Design mem_arbiter, sky130hd; sources not shown.
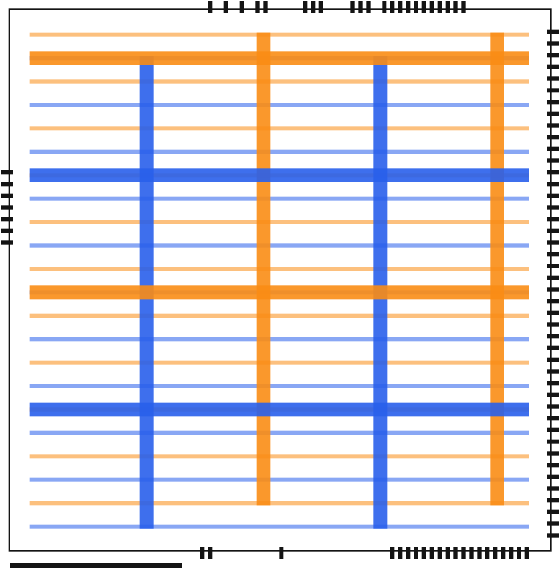
**Above:** run 1 (power grid).
Scale bar: 20 um. Pins as bars on the die edge.
legend:
  orange:
    net: VDD
  blue:
    net: VSS
signal pins: 94
met4 straps: 4
rows: 21
met1 rails: 22
met5 straps: 4
peak supply drop: 836 uV
die y size: 62.7 um
Die W: 62.7 um

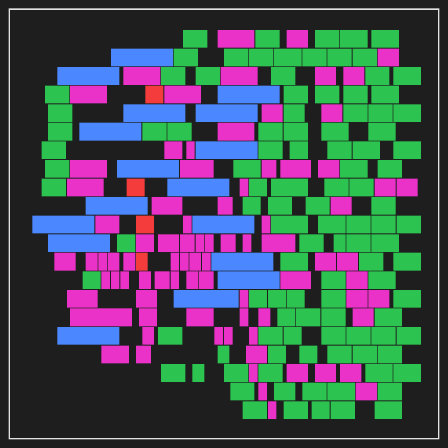
**Above:** run 1 (placement by cell class).
legend:
  blue:
    class: flops
    cells: 17
    share_of_their_area: 20%
  red:
    class: clock drivers and dummy loads
    cells: 4
    share_of_their_area: 1.3%
  green:
    class: other buffers and delay cells
    cells: 107
    share_of_their_area: 49%
  magenta:
    class: combinational and other logic
    cells: 83
    share_of_their_area: 30%
core area: 3310 um^2
sequential fraction of total cell area: 19.1%
fin area: 2230 um^2
post-route core utilization: 67.3%

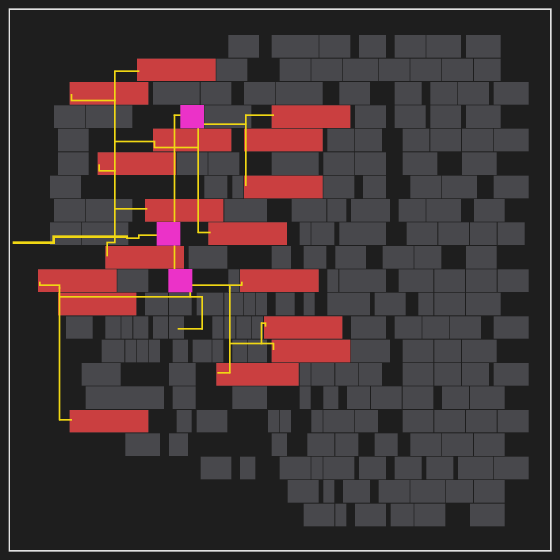
**Above:** run 1 (clock distribution).
legend:
  magenta:
    item: clock drivers
    count: 3
  yellow:
    item: clock wires
    length: 188 um
  red:
    item: flip-flops
    count: 17
routed clock nets: 4
Clk. pwr: 203 uW
clock power share: 5.6%
clk_lat worst skew: 0.28 ns

==> results.toml, run 1 <==
# implementation run metrics
[pwr]
p_int_mw = 2.10
swShare_pct = 42.4
p_comb_mw = 2.72
power.share.combinational_pct = 74.8
power_mw = 3.64

[sta]
setup_viol = 29
relSlewSlack_pct = 50.6
worst-slew-pin-transition_ns = 0.738
holdWs_ns = 0.403
fin_crit_sh_pct = 106
fin_ws_ns = -0.114
period_minus_slack_ns = 1.91

[worst_setup_path]
path_max_fanout = 10
crit_path_end_kind = "output pin"
crit_slowest_cell = "dfrtp_1"
crit_family = "buffers and inverters"
critPathKind = "reg2out"
path_cells = "buf_6 > nor2b_4 > buf_8 > a22o_1 > buf_6"
cp-start-kind = "register"
critPathMostFrequentCell = "buf_6"

[logic_synthesis]
xor_share_pct = 0
edf_count = 0
mux_area_share_pct = 12.2
ys_cells = 106
synthFlopType = "dfrtp_1"
ys_chip_area_um2 = 1070
synth_area_um2 = 1070
synth.distinct_cells = 27
fa_ha_area_share_pct = 2.34
simple_gate_area_share_pct = 12.4
aoi_share_pct = 27.2

[drt]
drtAntennaViolNets = 0
wl_met2_um = 2130
routed-via-count = 1272
drtIter0Drc = 27
met1_length_um = 1670

[clocking]
cts_buffers = 3
hold_buffers = 0
cts_root_buf = "clkbuf_4"
cts_resized = 147
htree_levels = 1

[place]
gp_congestion = 0.772
portBuffers = 93
placed_cells_incl_taps = 245

[finish]
largest_register_ffs = 8
logic_gates = 76
n_all_inverters = 7
antennaDiodeCount = 0
layout_top_cell = "clkdlybuf4s50_1"
logic_area_um2 = 632
lay_top_cells = "clkdlybuf4s50_1 (64), buf_6 (23), a22o_1 (20)"

[global_route]
grt_usage_pct = 19.9
met3_usage_pct = 3.60
globalRouteMet2Util_pct = 37.8

[status]
violations = "setup timing"
status = "complete, but fails checks"

[die]
chipArea_um2 = 3930

[run]
drv_cap = 0
**Run 1: routing congestion**

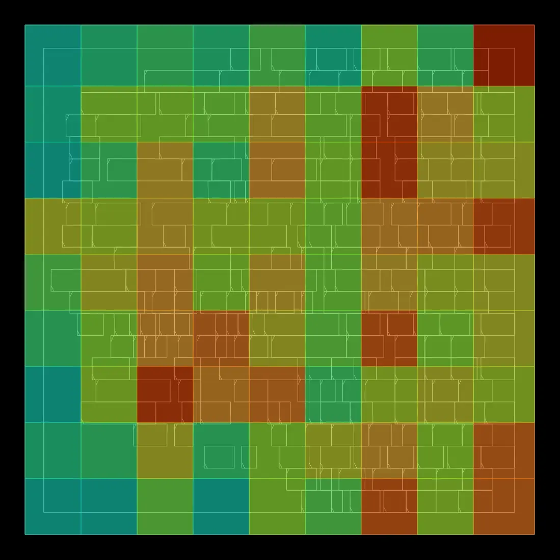

==> run 1 -> run 2 <==
--- a/config.mk
+++ b/config.mk
@@ -13,2 +13,3 @@
 export PLACE_DENSITY = 0.8
+export RECOVER_POWER = 25
 export SYNTH_ARGS = -nofsm -noshare
==> constraint.sdc (replaced) <==
create_clock -name clk -period 1.8 [get_ports clk]
set_clock_uncertainty 0.1 [all_clocks]
set_input_delay 0.27 -clock clk [delete_from_list [all_inputs] [get_ports clk]]
set_output_delay 0.27 -clock clk [all_outputs]
set_load 0.02 [all_outputs]
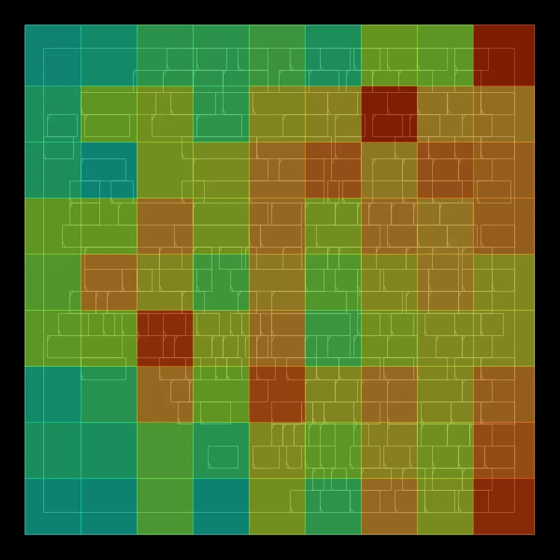
**Above:** run 2 (routing congestion).
post-route core utilization: 66.9%
GRT Overall Usage: 20.2%
met1 Use GR: 24.8%
GRT busiest layer: met2

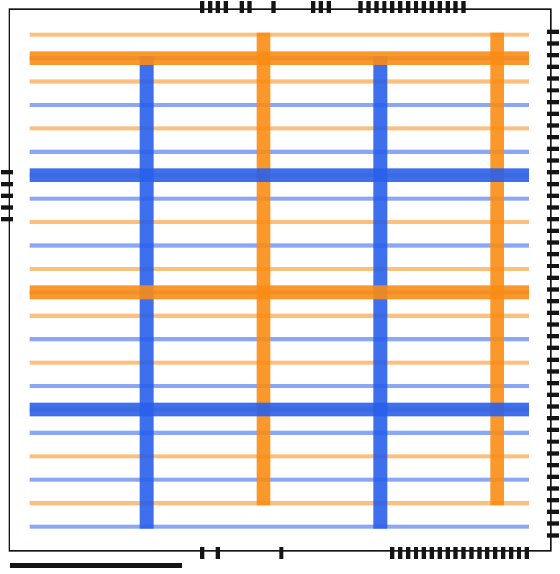
**Above:** run 2 (power grid).
Scale bar: 20 um. Pins as bars on the die edge.
legend:
  orange:
    net: VDD
  blue:
    net: VSS
rows: 21
met1 rails: 22
met5 straps: 4
met4 straps: 4
peak supply drop: 719 uV

==> run 2 against run 1 <==
  * The flow still finishes with violations (setup timing)
  * Hold slack worse by 0.017 ns
  * Combinational power hardly changed
  * Non-clock buffer count is 1 higher
  * Register-to-register slack better by 0.08 ns
  * Synthesized area stayed put
  * Global-route usage is 0.36 points higher
  * Critical endpoint is now mem_addr[10]
==> results.toml, run 2 <==
# implementation run metrics
[status]
status = "complete, but fails checks"
violations = "setup timing"

[worst_setup_path]
cp-start-kind = "register"
critPathMostFrequentCell = "buf_4"
path_cells = "buf_6 > nor2b_4 > buf_4 > clkbuf_16 > a22o_1 > buf_4"
path_max_fanout = 6
crit_family = "buffers and inverters"
crit_slowest_cell = "dfrtp_1"

[finish]
n_all_inverters = 7
antennaDiodeCount = 0
layout_top_cell = "clkdlybuf4s50_1"
lay_top_cells = "clkdlybuf4s50_1 (66), a22o_1 (20), buf_4 (17)"
logic_gates = 76
logic_area_um2 = 622
fin_area_um2 = 2220
largest_register_ffs = 8

[sta]
fin_crit_sh_pct = 104
fin_ws_ns = -0.0744
worst-slew-pin-transition_ns = 0.750
period_minus_slack_ns = 1.87
holdWs_ns = 0.386
setup_viol = 16

[logic_synthesis]
synth.distinct_cells = 27
mux_area_share_pct = 12.2
fa_ha_area_share_pct = 2.34
xor_share_pct = 0
ys_cells = 106
simple_gate_area_share_pct = 12.4
synthFlopType = "dfrtp_1"
synth_area_um2 = 1070

[drt]
met1_length_um = 1660
routed-via-count = 1257
drtIter0Drc = 35

[global_route]
met3_usage_pct = 5.41

[pwr]
p_comb_mw = 2.69
power_mw = 3.63
clock_power_uw = 199
power.share.combinational_pct = 74.3

[clocking]
hold_buffers = 0

[run]
drv_cap = 0

[die]
coreArea_um2 = 3310
die_w_um = 62.7

[place]
portBuffers = 93
gp_congestion = 0.812
Power is estimated from default activity; no workload was simulated.
